==> config.mk <==
export PLATFORM = sky130hd
export DESIGN_NAME = jk_sync_counter
export DESIGN_NICKNAME = d
export VERILOG_FILES = /design/src/rtl/jk_pkg.sv /design/src/rtl/jk_ff_sync.sv /design/src/rtl/jk_sync_counter.sv
export SDC_FILE = /design/constraint.sdc
export NUM_CORES = 1
export LEC_CHECK = 0
export ABC_AREA = 1
export CORE_MARGIN = 2
export CORE_UTILIZATION = 25
export DETAILED_ROUTE_END_ITERATION = 8
export MAX_ROUTING_LAYER = met4
export PLACE_DENSITY_LB_ADDON = 0.25
export SLEW_MARGIN = 20
export SYNTH_ARGS = -nofsm -noshare
export SYNTH_HDL_FRONTEND = slang
export SYNTH_SLANG_ARGS = --single-unit
==> constraint.sdc <==
create_clock -name Clk -period 4.3 [get_ports Clk]
set_clock_uncertainty 0.2 [all_clocks]
set_input_delay 0.43 -clock Clk [delete_from_list [all_inputs] [get_ports Clk]]
set_output_delay 0.43 -clock Clk [all_outputs]
set_load 0.03 [all_outputs]
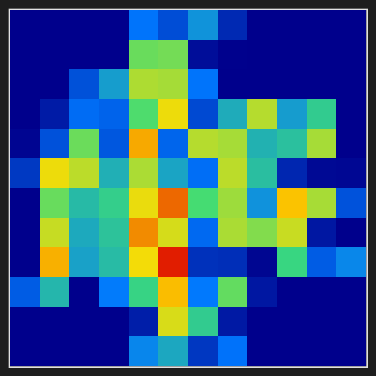
Figure 1: local utilization.
Scale: 6 px per um. The die is cut into 12 by 12 equal tiles; dark blue is low, red is high, 0 to 100% covered.
The densest ninth of the die: centre. The fullest tile reaches 97%. 4.9% of the tiles are over 75% full. The mean over all tiles is 26%.
Final Util: 32.4%
Core Area: 0.00298 mm2
FP Util: 25.8%

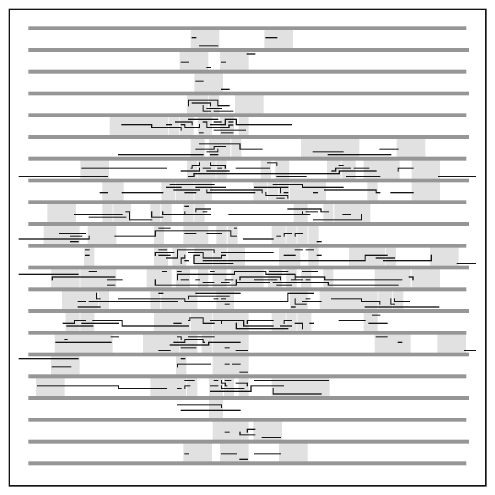
Figure 2: M1 wires.
Scale: 8 px per um. Supply wires on this layer in grey. Cells faint in the background.
123 nets have wire on it. The longest straight run is 20.2 um. The wires run mostly horizontal. The layer holds 46% of the routed length.
total wire length: 1.72 mm
via count: 713
met1 Use GR: 12.8%

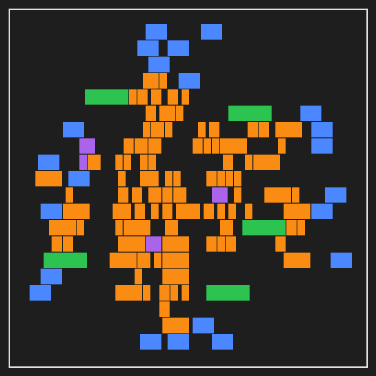
Figure 3: cells coloured by class.
Scale: 6 px per um.
Key: flip-flops = green [cells 5]; clock drivers and dummy loads = purple [cells 4]; other buffers and delay cells = blue [cells 22]; all other logic = orange [cells 93]
# rows: 20
Seq/total area: 10.4%
design area: 965 um2

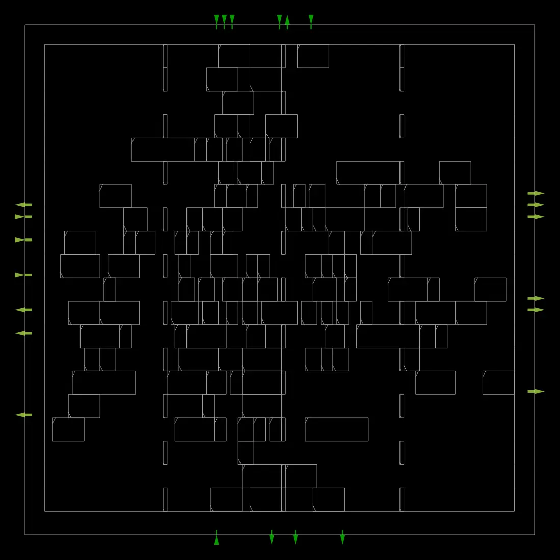
Figure 4: placed standard cells.
Finished Layout Cells: 157
Fill cells: 341
Well Taps: 33

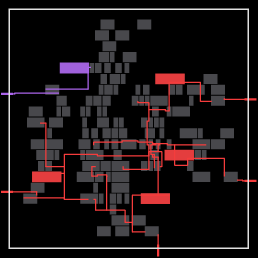
Figure 5: wires at chosen ports, followed through buffers.
Scale: 4 px per um.
Key: Q = red [bits 4, direction output, edge 2 east, 1 south, 1 west, end cells 4, buffers 4, wire 278 um]; Err = purple [bits 1, direction output, edge west, end cells 1, buffers 1, wire 28.6 um]
number of port buffers: 22
Top-Level Pins: 23

==> Changelog: implementation <==
## Flow update

- Hold Vio Cnt, Final: 0
- Postcts setup bufs: 0
- Min Tclk post-route: 3250 ps
- DP Wirelength: 1.38 mm
- WL per Instance: 10.9 um
- Top FF cell, synth: dfxtp_1
- CP Depth: 9
- DR pass1 iterations: 4
- Hold Buf Count CTS: 0
- Post-Synth XOR/XNOR Area: 1.14%
- Leakage: 0.428 nW
- Syn Inst Count: 110
- VDD IR-drop max: 201 uV
- RSZ-0062 raised after global routing: no
- Post-DP Area: 938 um2
- Top-area cell share: 26.1%
- Worst Hold Class: reg2reg
- Slowest-stage cell, CP: clkdlybuf4s50_1
- Status: finished clean
- Die height: 59.4 um
- Fmax: 307 MHz
- GPL Wtd Cong: 0.794
- Initial antenna violation count: 0
- Post-synthesis simple-gate area fraction: 25.4%
- Die Wd: 59.4 um
- CTS tree: done
- R2r setup slk: 1950 ps
- Reg area: 100 um2
- Die area: 0.00353 mm2
- Yosys adder share: 26.1%
- WP data arrival: 2620 ps
- # Cells Yosys: 110
- Cts bufs inserted: 3
- Synthesized area: 767 um2
- Total grt overflow: 0
- Nets@finish: 150
- EDFF count, synth: 0
- Main area contributors: ha_1 26%, dfxtp_1 13%, buf_4 12%
- CP max FO: 8
- Vias per inst: 4.54
- Worst Hold Slack: 257 ps
- GRT Total Usage: 11.5%
- DR iter-0 viols: 20
- Synth cell types: 24
- MUX area fraction: 0%
- Dominant logic cell type in the layout: clkdlybuf4s50_1
- OpenROAD warnings: 37
- Synth area leader: ha_1
- Async S/R FF share, synth: 0%
- Crit path cell chain: inv_1, ha_1, xnor2_1, nand2_1, nor2_1, nor2_1, nor2_2, ha_1, clkdlybuf4s50_1
- Yosys aoi share: 15.7%
- Syn-to-layout area delta: 25.8%
- Comb area: 524 um2
- Yosys synthesis warning count: 0
- Worst-margin pin slew: 313 ps
- CTS H-Tree Depth: 1
- Max incr delay on CP: 670 ps
- Layout cell share with drive strength beyond 1: 11.3%
- Clk ins delay skew pair: 260 ps
- Final antenna diode count: 0
- CP bufs+invs: 2
- WHS Path Cells: 2
- Required @ worst endpoint: 3670 ps
- CP startpoint kind: flip-flop
- Registers, synthesis: 5
- Detail Route Antenna Nets: 0
- Tcrit/Tclk final: 75.7%
- Clk pin slew, worst setup/hold paths: 50 ps
- Endpoint type of the worst setup path: output port
- Final setup viols: 0
- Cts repair resizes: 0
- Top cells excl fill/tap: 22 x clkdlybuf4s50_1, 16 x ha_1, 12 x nand2_1
- Num Clock Sinks: 5
- First-pass GRT wire length: 2.88 mm
- Post-synth net total: 135
- Critical path type: reg2out
- Setup TNS: 0 ps
- Total power: 0.000481 W
- Vias in the first global route: 653
- Max FFs per register: 4
## worst register-to-register path, delay by kind of cell (launching register included)
family | cells | cell delay [ps]
flops | 1 | 470
buf+inv | 2 | 270
xor+xnor | 1 | 140
fa+ha+maj | 2 | 620
compound gates | 2 | 200
simple gates | 4 | 340
## per-stage QoR
step	utilization, %	std cells	worst slack (ps)
CTS	32.4	157	1020
detailed placement	31.5	153	1180
finish	32.4	157	1050
global route	32.4	157	876
floorplan	-	110	1830
global placement	31.5	153	1220
## synth_stat cells, drive strengths merged, types with 2 or more instances
| cell | instances |
|---|---|
| ha | 16 |
| inv | 14 |
| nand2 | 14 |
| nor2 | 13 |
| a21oi | 12 |
| buf | 12 |
| nand3 | 7 |
| o21ai | 7 |
| dfxtp | 5 |
| nand4 | 2 |
## report_power, final
part | leakage, nW | switching (W) | internal (W) | total (W)
Sequential | 0.0415 | 0.0000344 | 0.0000618 | 0.0000962
Combinational | 0.372 | 0.000193 | 0.000132 | 0.000325
Clock | 0.0150 | 0.0000249 | 0.0000354 | 0.0000603
Total | 0.428 | 0.000252 | 0.000229 | 0.000481
## area by class of cell
class                      instances  area share, %
tap                               33           4.28
sequential                         5           10.4
timing repair buffer              22           22.8
multi-input combinational         79           54.3
inverter                          14           5.45
clock buffer                       4           2.72
## kinds of logic after synthesis
logic type                 after synthesis
AOI/OAI and AO/OA                       22
xor gates and xnor gates                 1
adders and majority gates               16
buffers and inverters                   26
DFF                                      5
and+or+nand+nor                         40
## metal layers
| metal | up-vias | wire, um | global-route usage [%] |
|---|---|---|---|
| li1 | 376 | - | - |
| met1 | 314 | 788 | 12.8 |
| met2 | 18 | 809 | 18.2 |
| met3 | 5 | 85 | 3.93 |
| met4 | 0 | 36 | 5.84 |
| met5 | - | 0 | - |
Power is estimated from default activity; no workload was simulated.
